File: config.mk
export PLATFORM = sky130hd
export DESIGN_NAME = apb_master_bridge
export DESIGN_NICKNAME = d
export VERILOG_FILES = /design/src/rtl/apb_master_bridge.sv
export SDC_FILE = /design/constraint.sdc
export NUM_CORES = 1
export LEC_CHECK = 0
export CAP_MARGIN = 20
export CORE_UTILIZATION = 43
export CTS_CLUSTER_DIAMETER = 120
export CTS_CLUSTER_SIZE = 30
export DETAILED_ROUTE_END_ITERATION = 7
export GPL_TIMING_DRIVEN = 0
export PLACE_DENSITY_LB_ADDON = 0.12
export SYNTH_ARGS = -nofsm -noshare
export SYNTH_HDL_FRONTEND = slang
export SYNTH_SLANG_ARGS = --single-unit
export TNS_END_PERCENT = 100
File: constraint.sdc
create_clock -name PCLK -period 3.2 [get_ports PCLK]
set_input_delay 0.96 -clock PCLK [delete_from_list [all_inputs] [get_ports PCLK]]
set_output_delay 0.96 -clock PCLK [all_outputs]
set_load 0.02 [all_outputs]
File: src/rtl/apb_master_bridge.sv
// APB3 initiator: turns a valid/ready request channel into single SETUP->ACCESS transfers
// with one response strobe each. Define APB_MASTER_TIMEOUT_EN to enable the ACCESS timeout.
module apb_master_bridge #(
  parameter int unsigned PADDR_SIZE = 16,
  parameter int unsigned PDATA_SIZE = 8,
  parameter int unsigned TIMEOUT    = 255
) (
  input  logic                  PRESETn,
  input  logic                  PCLK,
  input  logic                  req_valid,
  output logic                  req_ready,
  input  logic [PADDR_SIZE-1:0] req_addr,
  input  logic                  req_write,
  input  logic [PDATA_SIZE-1:0] req_wdata,
  output logic                  rsp_valid,
  output logic [PDATA_SIZE-1:0] rsp_rdata,
  output logic                  rsp_err,
  output logic                  rsp_tmo,
  output logic                  PSEL,
  output logic                  PENABLE,
  output logic [PADDR_SIZE-1:0] PADDR,
  output logic                  PWRITE,
  output logic [PDATA_SIZE-1:0] PWDATA,
  input  logic [PDATA_SIZE-1:0] PRDATA,
  input  logic                  PREADY,
  input  logic                  PSLVERR
);

  if (TIMEOUT == 0) begin : g_bad_timeout
    $error("apb_master_bridge: TIMEOUT must be at least 1");
  end

  typedef enum logic [1:0] {StIdle, StSetup, StAccess} state_e;

  state_e                state_q, state_d;
  logic                  psel_q, psel_d;
  logic                  penable_q, penable_d;
  logic                  pwrite_q, pwrite_d;
  logic [PADDR_SIZE-1:0] paddr_q, paddr_d;
  logic [PDATA_SIZE-1:0] pwdata_q, pwdata_d;
  logic                  rsp_valid_q, rsp_valid_d;
  logic [PDATA_SIZE-1:0] rdata_q, rdata_d;
  logic                  err_q, err_d;
  logic                  abort;

`ifdef APB_MASTER_TIMEOUT_EN
  localparam int unsigned CntW = (TIMEOUT == 0) ? 1 : $clog2(TIMEOUT + 1);

  logic [CntW-1:0] cnt_q, cnt_d, cnt_inc;
  logic            tmo_q, tmo_d;

  assign cnt_inc = cnt_q + CntW'(1);
  // Abort on the ACCESS cycle whose wait would bring the count to TIMEOUT; PREADY=1 wins.
  assign abort   = (state_q == StAccess) && !PREADY && (cnt_inc == CntW'(TIMEOUT));

  always_comb begin
    cnt_d = cnt_q;
    tmo_d = tmo_q;
    if (state_q == StSetup) begin
      cnt_d = '0;
    end else if (state_q == StAccess && !PREADY) begin
      cnt_d = cnt_inc;
    end
    if (rsp_valid_d) begin
      tmo_d = abort;
    end
  end

  always_ff @(posedge PCLK or negedge PRESETn) begin
    if (!PRESETn) begin
      cnt_q <= '0;
      tmo_q <= 1'b0;
    end else begin
      cnt_q <= cnt_d;
      tmo_q <= tmo_d;
    end
  end

  assign rsp_tmo = tmo_q;
`else
  assign abort   = 1'b0;
  assign rsp_tmo = 1'b0;
`endif

  always_comb begin
    state_d     = state_q;
    paddr_d     = paddr_q;
    pwrite_d    = pwrite_q;
    pwdata_d    = pwdata_q;
    rsp_valid_d = 1'b0;
    rdata_d     = rdata_q;
    err_d       = err_q;

    case (state_q)
      StIdle: begin
        if (req_valid) begin
          state_d  = StSetup;
          paddr_d  = req_addr;
          pwrite_d = req_write;
          pwdata_d = req_wdata;
        end
      end
      StSetup: begin
        state_d = StAccess;
      end
      StAccess: begin
        if (PREADY) begin
          state_d     = StIdle;
          rsp_valid_d = 1'b1;
          err_d       = PSLVERR;
          rdata_d     = (!pwrite_q && !PSLVERR) ? PRDATA : '0;
        end else if (abort) begin
          state_d     = StIdle;
          rsp_valid_d = 1'b1;
          err_d       = 1'b1;
          rdata_d     = '0;
        end
      end
      default: begin
        state_d = StIdle;
      end
    endcase

    // APB strobes are registered copies of the next state.
    psel_d    = (state_d != StIdle);
    penable_d = (state_d == StAccess);
  end

  always_ff @(posedge PCLK or negedge PRESETn) begin
    if (!PRESETn) begin
      state_q     <= StIdle;
      psel_q      <= 1'b0;
      penable_q   <= 1'b0;
      pwrite_q    <= 1'b0;
      paddr_q     <= '0;
      pwdata_q    <= '0;
      rsp_valid_q <= 1'b0;
      rdata_q     <= '0;
      err_q       <= 1'b0;
    end else begin
      state_q     <= state_d;
      psel_q      <= psel_d;
      penable_q   <= penable_d;
      pwrite_q    <= pwrite_d;
      paddr_q     <= paddr_d;
      pwdata_q    <= pwdata_d;
      rsp_valid_q <= rsp_valid_d;
      rdata_q     <= rdata_d;
      err_q       <= err_d;
    end
  end

  assign req_ready = (state_q == StIdle);
  assign PSEL      = psel_q;
  assign PENABLE   = penable_q;
  assign PADDR     = paddr_q;
  assign PWRITE    = pwrite_q;
  assign PWDATA    = pwdata_q;
  assign rsp_valid = rsp_valid_q;
  assign rsp_rdata = rdata_q;
  assign rsp_err   = err_q;

endmodule
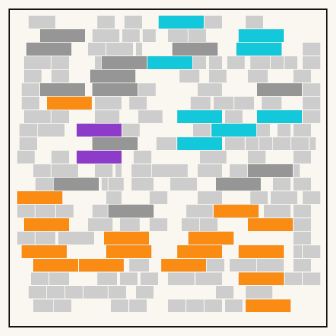
*Where the registers sit*
Other sequential cells in the stronger grey, the rest of the logic in the fainter grey.
`PADDR` -> orange  # placed flops 16
`state_q` -> purple  # placed flops 2
`rsp_rdata` -> cyan  # placed flops 8
not coloured = 13

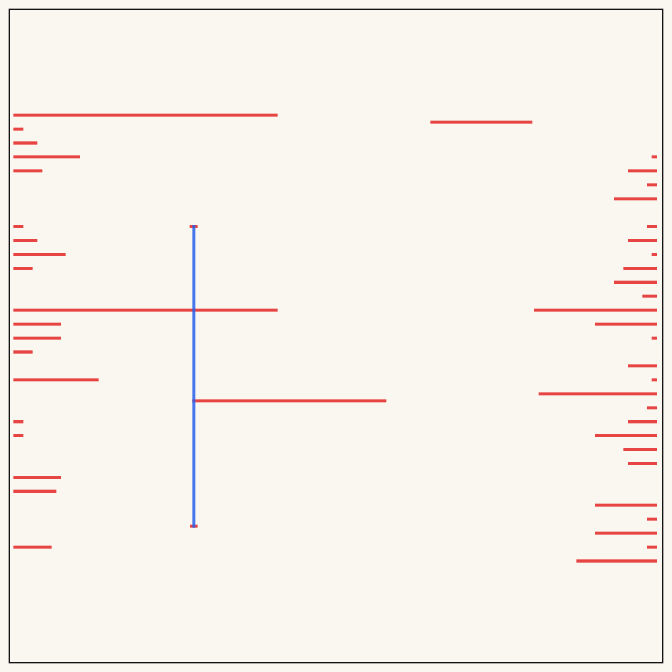
*Metal layers overlaid*
Only two layers are drawn.
metal 4 -> blue  # wire length 29.2 um
metal 3 -> red  # wire length 218 um
wire length per cell after detailed routing: 13.3 um
GRT Util Overall: 0.165

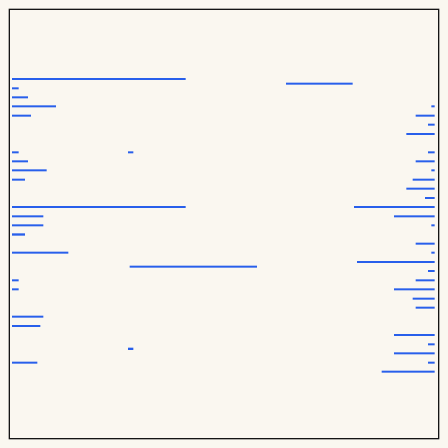
*M3 wires*
wire length on this layer = 218 um
main direction = horizontal
share of all routed wire = 7.2%
nets with wire on the layer = 47
DR vias: 1078
met3 track demand over resource: 0.0598
final routed wirelength across all metal layers: 3010 um

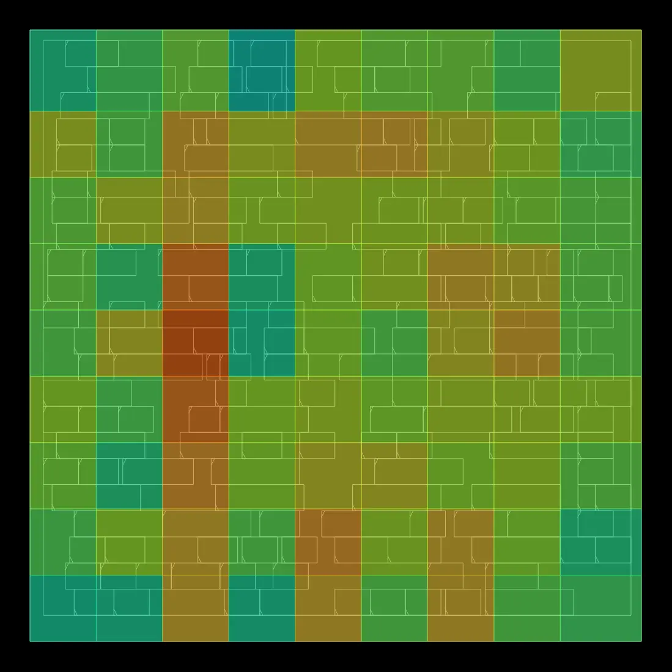
*Routing congestion map*
global routing usage on met1: 0.195
final core area utilization: 0.691

==> out/summary.json <==
{
  "cts.clk_slew.worst_paths": {"value": 0.07, "unit": "ns"},
  "synth.cellmix.compoundShare": {"value": 0.0168},
  "vdd_ir_drop_max": {"value": 0.000512, "unit": "V"},
  "dpl.hpwl": {"value": 2240, "unit": "um"},
  "viasPerCell": {"value": 4.75},
  "clock.fmax": {"value": 412, "unit": "MHz"},
  "fp_nets": {"value": 135},
  "clock_root_buffer": {"value": "sky130_fd_sc_hd__clkbuf_8"},
  "yosys_area": {"value": 1630, "unit": "um2"},
  "worst_hold_slack": {"value": 0.506, "unit": "ns"},
  "drive_gt1_frac": {"value": 0.296},
  "die_h": {"value": 63.6, "unit": "um"},
  "maximum_number_of_pins_on_one_net_before_global_route_repair": {"value": 40},
  "depth_of_the_critical_timing_path_with_buffers_and_inverters_included": {"value": 2},
  "status": {"value": "finished clean"},
  "top_area_cell": {"value": "sky130_fd_sc_hd__dfrtp_1"},
  "cpLargestDelayFamily": {"value": "buffers and inverters"},
  "critical_path_class": {"value": "flop to output port"},
  "critical_path.endpoint": {"value": "req_ready"},
  "synth_async_sr_flop_share": {"value": 1.00},
  "cp_cell_sequence": {"value": "nor2_1 -> clkdlybuf4s50_1"},
  "avgSynthCellArea": {"value": 16.8, "unit": "um2"},
  "worst_ep_required_time": {"value": 2.24, "unit": "ns"},
  "cellLeakagePower": {"value": 1.11, "unit": "nW"},
  "worst_clock_skew": {"value": 0.00359, "unit": "ns"},
  "critPathLaunchType": {"value": "flop"},
  "comb-cell-share": {"value": 0.229},
  "core_util_floorplan": {"value": 0.446},
  "detailedRoute.firstIterationViolations": {"value": 18},
  "area_delta_synth_final": {"value": 54.8, "unit": "%"},
  "cts.sink_count": {"value": 39},
  "non_clock_buffer_area_share": {"value": 0.321},
  "hold_end": {"value": "rsp_rdata[0]"},
  "largest_cell_class": {"value": "flip-flops and latches"},
  "and_or_nand_nor_cells_area_fraction": {"value": 0.0605},
  "cts_tree": {"value": "done"}
}
## layout by cell type, fill, tap and decap left out, types with 2 or more instances in the layout
| cell type | count |
|---|---|
| sky130_fd_sc_hd__clkdlybuf4s50_1 | 73 |
| sky130_fd_sc_hd__dfrtp_1 | 39 |
| sky130_fd_sc_hd__mux2_4 | 18 |
| sky130_fd_sc_hd__mux2_2 | 16 |
| sky130_fd_sc_hd__nor3b_1 | 8 |
| sky130_fd_sc_hd__clkbuf_8 | 7 |
| sky130_fd_sc_hd__buf_6 | 2 |
| sky130_fd_sc_hd__buf_12 | 2 |
| sky130_fd_sc_hd__nor2_1 | 2 |
| sky130_fd_sc_hd__a21o_2 | 2 |
| sky130_fd_sc_hd__buf_1 | 2 |
## layer usage
metal / GRT usage / wire, um / up-vias
li1: - / - / 495
met4: 0.0511 / 29 / 0
met1: 0.195 / 1280 / 530
met3: 0.0598 / 217 / 3
met5: 0 / 0 / -
met2: 0.278 / 1480 / 50
## registers in the layout, summed over array words and instances, names as in the netlist
name       flops
PADDR         16
PENABLE        1
PSEL           1
PWDATA         8
PWRITE         1
rsp_err        1
rsp_rdata      8
rsp_valid      1
state_q        2
## power breakdown
group / switching [W] / internal (W)
logic: 0.000566 / 0.000772
clock network: 0.000150 / 0.000196
registers: 0.000131 / 0.000735
total: 0.000847 / 0.00170
## stage by stage
step / cell area [um2] / utilization / power [W] / cells
final: 2530 / 0.691 / 0.00255 / 227
after global routing: 2530 / 0.691 / 0.00269 / 227
after CTS: 2530 / 0.691 / 0.00259 / 227
after detailed placement: 2430 / 0.664 / 0.00222 / 219
after global placement: 2430 / 0.665 / 0.00219 / 219
after floorplan: 1630 / - / 0.00162 / 97
No activity file was given, so power comes from the tool's default toggle rates.
